## src/rtl/shift_reg_univ.sv

```systemverilog
// Parametrised universal shift register: shift right/left, parallel load, saturating shift count.
// Optional recirculating shifts when SHREG_ROTATE_EN is defined (w_rot selects rotate vs serial input).
module shift_reg_univ #(
  parameter int unsigned          WIDTH     = 4,
  parameter logic [WIDTH-1:0]     RESET_VAL = '0,
  parameter int unsigned          CNT_W     = $clog2(WIDTH + 1)
) (
  input  logic             w_clk,
  input  logic             w_rst,
  input  logic             w_en,
  input  logic [1:0]       w_mode,
  input  logic             w_sin,
  input  logic             w_rot,
  input  logic [WIDTH-1:0] w_pin,
  output logic [WIDTH-1:0] w_pout,
  output logic             w_sout_r,
  output logic             w_sout_l,
  output logic [CNT_W-1:0] w_cnt,
  output logic             w_full
);

  localparam logic [1:0] MODE_HOLD  = 2'b00;
  localparam logic [1:0] MODE_RIGHT = 2'b01;
  localparam logic [1:0] MODE_LEFT  = 2'b10;
  localparam logic [1:0] MODE_LOAD  = 2'b11;

  localparam logic [CNT_W-1:0] CNT_MAX = CNT_W'(WIDTH);

  logic [WIDTH-1:0] s_q, s_d;
  logic [CNT_W-1:0] cnt_q, cnt_d;
  logic             in_r, in_l;
  logic [CNT_W-1:0] cnt_inc;

  // Bit entering on each shift direction: serial input, or the bit leaving at the far end when rotating.
  always_comb begin
    in_r = w_sin;
    in_l = w_sin;
`ifdef SHREG_ROTATE_EN
    if (w_rot) begin
      in_r = s_q[0];
      in_l = s_q[WIDTH-1];
    end
`endif
  end

`ifndef SHREG_ROTATE_EN
  logic unused_rot;
  assign unused_rot = w_rot;
`endif

  assign cnt_inc = (cnt_q == CNT_MAX) ? cnt_q : cnt_q + CNT_W'(1);

  always_comb begin
    s_d   = s_q;
    cnt_d = cnt_q;
    if (w_en) begin
      case (w_mode)
        MODE_HOLD: begin
          s_d   = s_q;
          cnt_d = cnt_q;
        end
        MODE_RIGHT: begin
          s_d   = {in_r, s_q[WIDTH-1:1]};
          cnt_d = cnt_inc;
        end
        MODE_LEFT: begin
          s_d   = {s_q[WIDTH-2:0], in_l};
          cnt_d = cnt_inc;
        end
        MODE_LOAD: begin
          s_d   = w_pin;
          cnt_d = '0;
        end
        default: begin
          s_d   = s_q;
          cnt_d = cnt_q;
        end
      endcase
    end
  end

  always_ff @(posedge w_clk) begin
    if (w_rst) begin
      s_q   <= RESET_VAL;
      cnt_q <= '0;
    end else begin
      s_q   <= s_d;
      cnt_q <= cnt_d;
    end
  end

  assign w_pout   = s_q;
  assign w_sout_r = s_q[0];
  assign w_sout_l = s_q[WIDTH-1];
  assign w_cnt    = cnt_q;
  assign w_full   = (cnt_q == CNT_MAX);

endmodule

```

## config.mk

```make
export PLATFORM = sky130hd
export DESIGN_NAME = shift_reg_univ
export DESIGN_NICKNAME = d
export VERILOG_FILES = /design/src/rtl/shift_reg_univ.sv
export SDC_FILE = /design/constraint.sdc
export NUM_CORES = 1
export LEC_CHECK = 0
export ABC_AREA = 1
export CORE_AREA = 4 4 41 43
export CTS_BUF_LIST = sky130_fd_sc_hd__clkbuf_8 sky130_fd_sc_hd__clkbuf_16
export DETAILED_ROUTE_END_ITERATION = 10
export DIE_AREA = 0 0 45 47
export PLACE_DENSITY_LB_ADDON = 0.1
export SETUP_SLACK_MARGIN = 0.05
export SKIP_LAST_GASP = 1
export SYNTH_ARGS = -nofsm -noshare
export SYNTH_HDL_FRONTEND = slang
export SYNTH_SLANG_ARGS = --single-unit
```

## constraint.sdc

```tcl
create_clock -name w_clk -period 1.5 [get_ports w_clk]
set_clock_uncertainty 0.2 [all_clocks]
set_input_delay 0.3 -clock w_clk [delete_from_list [all_inputs] [get_ports w_clk]]
set_output_delay 0.3 -clock w_clk [all_outputs]
set_load 0.02 [all_outputs]
```

### Gate families picked out

Bar = 10 µm.
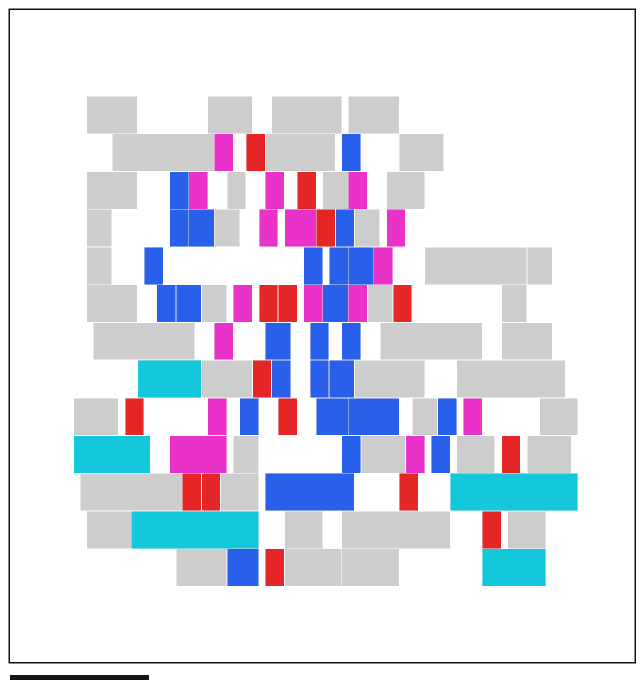
inverters: drawn in red, cells 15, most used inv_1. NOR gates: drawn in magenta, cells 16, most used nor2_1. NAND gates: drawn in blue, cells 26, most used nand2_1, where middle. adder and majority cells: drawn in cyan, cells 5.

==> summary.txt <==
Numbers from the implementation run.

The run finished with clean final reports. The floorplan step set the die height to 47 µm. The endpoint kind of the worst setup timing path is an output pin. The initial antenna violation count is 0. The power per cell area is 814.7 mW/mm². The floorplan step defined a die boundary enclosing 0.002115 mm². The floorplan report gives the top-level pin count as 21. Post-route period utilization is reported as 98.57%. The sum of routed wire length over all layers is 1.319 mm. The count of cells in the finished layout, fillers not included, comes to 120. In this run the tools logged warnings totalling 32. Of the total synthesized cell area, the portion taken by AND-OR and OR-AND cells is 7.524%.

The average footprint of a synthesized cell is 6.609 µm². After layout, the minimum clock period comes to 1.479 ns. The most used logic cell in the final layout is nand2_1. The maximum root-to-sink buffer count is 2. The worst-margin pin slew is 0.2620 ns. The net count entering floorplan is 94.

The total of max-cap violations is 0. The number of instances in the placed design is 114. STA classifies the critical path startpoint as a flop.

The fraction of layout instances using a drive strength above 1 is 31.43%. The count of synthesis-stage warnings from yosys is 0. The largest net degree at the start of global routing is 7. The number of buffers created by CTS is 3. The antenna diode count is 0. The number of instances on the worst hold path is 2. The final layout net count is 122. The row count is 13. The worst register-to-register path begins at w_cnt[0]$_SDFFE_PP0P_. The final setup violation count is 0. The data arrival time of the critical path is 0.98 ns. The placed wire-length estimate after detailed placement is 938.8 µm. The fraction of synthesized cell area in xor and xnor cells is 0%. The Yosys chip area is 515.5 µm². The final power report lists total power as 0.6504 mW. The pre-antenna-repair detailed-routing pass consisted of 4 iterations. The cell-mix breakdown from Yosys lists the simple-gate area share as 37.14%. Measured in cells, the most critical reg-to-reg path has a length of 7. The tightest min-delay check is of the flop to flop type. The number of violations reported at the end of detailed-routing iteration 0 is 7. TritonCTS built the clock tree. The launch instance of the worst min-delay path is w_pout[1]$_SDFFE_PP0P_. The distinct cell type count of the synthesized netlist is 16. The registers of the reported paths see a clock transition of 0.04 ns.

The area growth from synthesis to layout is 54.85%. The OpenROAD report gives the critical path a required time of 1.00 ns. The design area is 798.3 µm². In this run the critical register-to-register path is captured at w_cnt[0]$_SDFFE_PP0P_. The flop-to-flop setup slack is 0.19 ns.

TritonCTS reports the number of clock sinks as 7. Global routing finished with a remaining overflow of 0. The maximum clock rate is 676.3 MHz. The share of the core area taken by cells at floorplan is 39.62%. The cell sequence reported for the critical path is inv_2, ha_4, nand2_2, inv_2, buf_6. The die is 45 µm wide. Looking at the VDD voltage map, the peak drop is 0.0004262 V. Per the final timing report, the hold violations number 0. The synthesis run identifies the leading combinational cell family as simple AND/OR/NAND/NOR gates. CTS built an H-tree with a depth of 1.

The worst setup slack before clock tree synthesis is -0.4228 ns. The setup path with the least slack is of type flop to output pin. The cell seen most often among critical-path stages is inv_2.

The synthesized netlist was found by Yosys to have 78 cells.
### Met1 routing

Bar = 10 µm. Supply wires on this layer in gray.
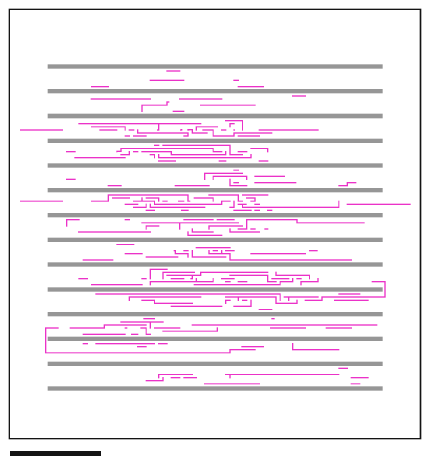
The longest straight run is 20.2 µm. 102 nets have wire on it. The layer holds 48% of the routed length.

[logic make-up (layout without fill, tap and decap cells)]
kind of cell | Yosys count | count (layout)
AOI/OAI and AO/OA | 7 | 7
and+or+nand+nor | 41 | 42
adders and majority gates | 5 | 5
buffers and inverters | 18 | 44
DFF | 7 | 7
[registers in the layout, indices dropped and copies added (netlist names)]
name,count
w_pout,4
w_cnt,3
[layout make-up]
cell class | instances | area, µm²
clock buffers | 3 | 41.29
clock inverters | 1 | 3.754
fillers | 145 | 503.0
inverters | 15 | 56.30
multi-input cells | 54 | 329.1
flip-flops and latches | 7 | 142.6
well taps | 15 | 18.77
repair buffers | 25 | 206.4
[synth_stat cells, drive strengths merged]
master | number | area share [%]
a21oi | 2 | 2.7
buf | 3 | 5.1
dfxtp | 7 | 27
ha | 5 | 12
inv | 15 | 11
nand2 | 18 | 14
nand3 | 8 | 11
nor2 | 15 | 12
o21ai | 5 | 4.9
[power breakdown]
group,internal [mW],switching (mW)
sequential,0.200,0.00887
clock,0.178,0.0891
combinational,0.0816,0.0932
[through the flow]
stage | setup TNS, ns | hold WS (ns) | util, %
global route | -0.01919 | 0.4070 | 61.35
CTS | -0.2063 | 0.3692 | 60.67
detailed placement | -3.089 | 0.3602 | 56.54
floorplan | 0 | 0.1624 | -
finish | 0 | 0.3573 | 61.35
global placement | -2.794 | 0.3569 | 56.54
[what timing repair did]
| action | in CTS | in global routing |
|---|---|---|
| endpoints found under the setup margin | 17 | 11 |
| resized | 19 | 22 |
| buffers inserted | 0 | 1 |
| cloned | 1 | 0 |
| hold endpoints to repair | 0 | 0 |
| pin swaps | 1 | 2 |
[how the worst max path moves through the flow]
stage	startpoint	endpoint	slack, ns	cells after the start
after floorplan	w_cnt[0]$_SDFFE_PP0P_	w_full	0.05	4
after global placement	w_mode[1]	w_cnt[2]$_SDFFE_PP0P_	-0.39	8
after detailed placement	w_mode[1]	w_cnt[0]$_SDFFE_PP0P_	-0.42	7
after CTS	w_cnt[0]$_SDFFE_PP0P_	w_full	-0.21	5
after global routing	w_cnt[0]$_SDFFE_PP0P_	w_full	-0.02	5
final	w_cnt[0]$_SDFFE_PP0P_	w_full	0.02	5
[worst max-delay path: cells and delay by family, from the launching register on]
family | cells | cell delay [ns]
flops | 1 | 0.34
buf+inv | 3 | 0.19
fa+ha+maj | 1 | 0.16
simple gates | 1 | 0.06
[layer usage]
metal / GRT usage [%] / wire [µm] / vias up
li1: - / - / 291
met1: 18.18 / 639 / 232
met2: 20.62 / 579 / 15
met3: 4.598 / 80 / 2
met4: 5.263 / 19 / 0
met5: 0 / 0 / -
Power figures rest on the tool's default switching activity, not on a simulated workload.
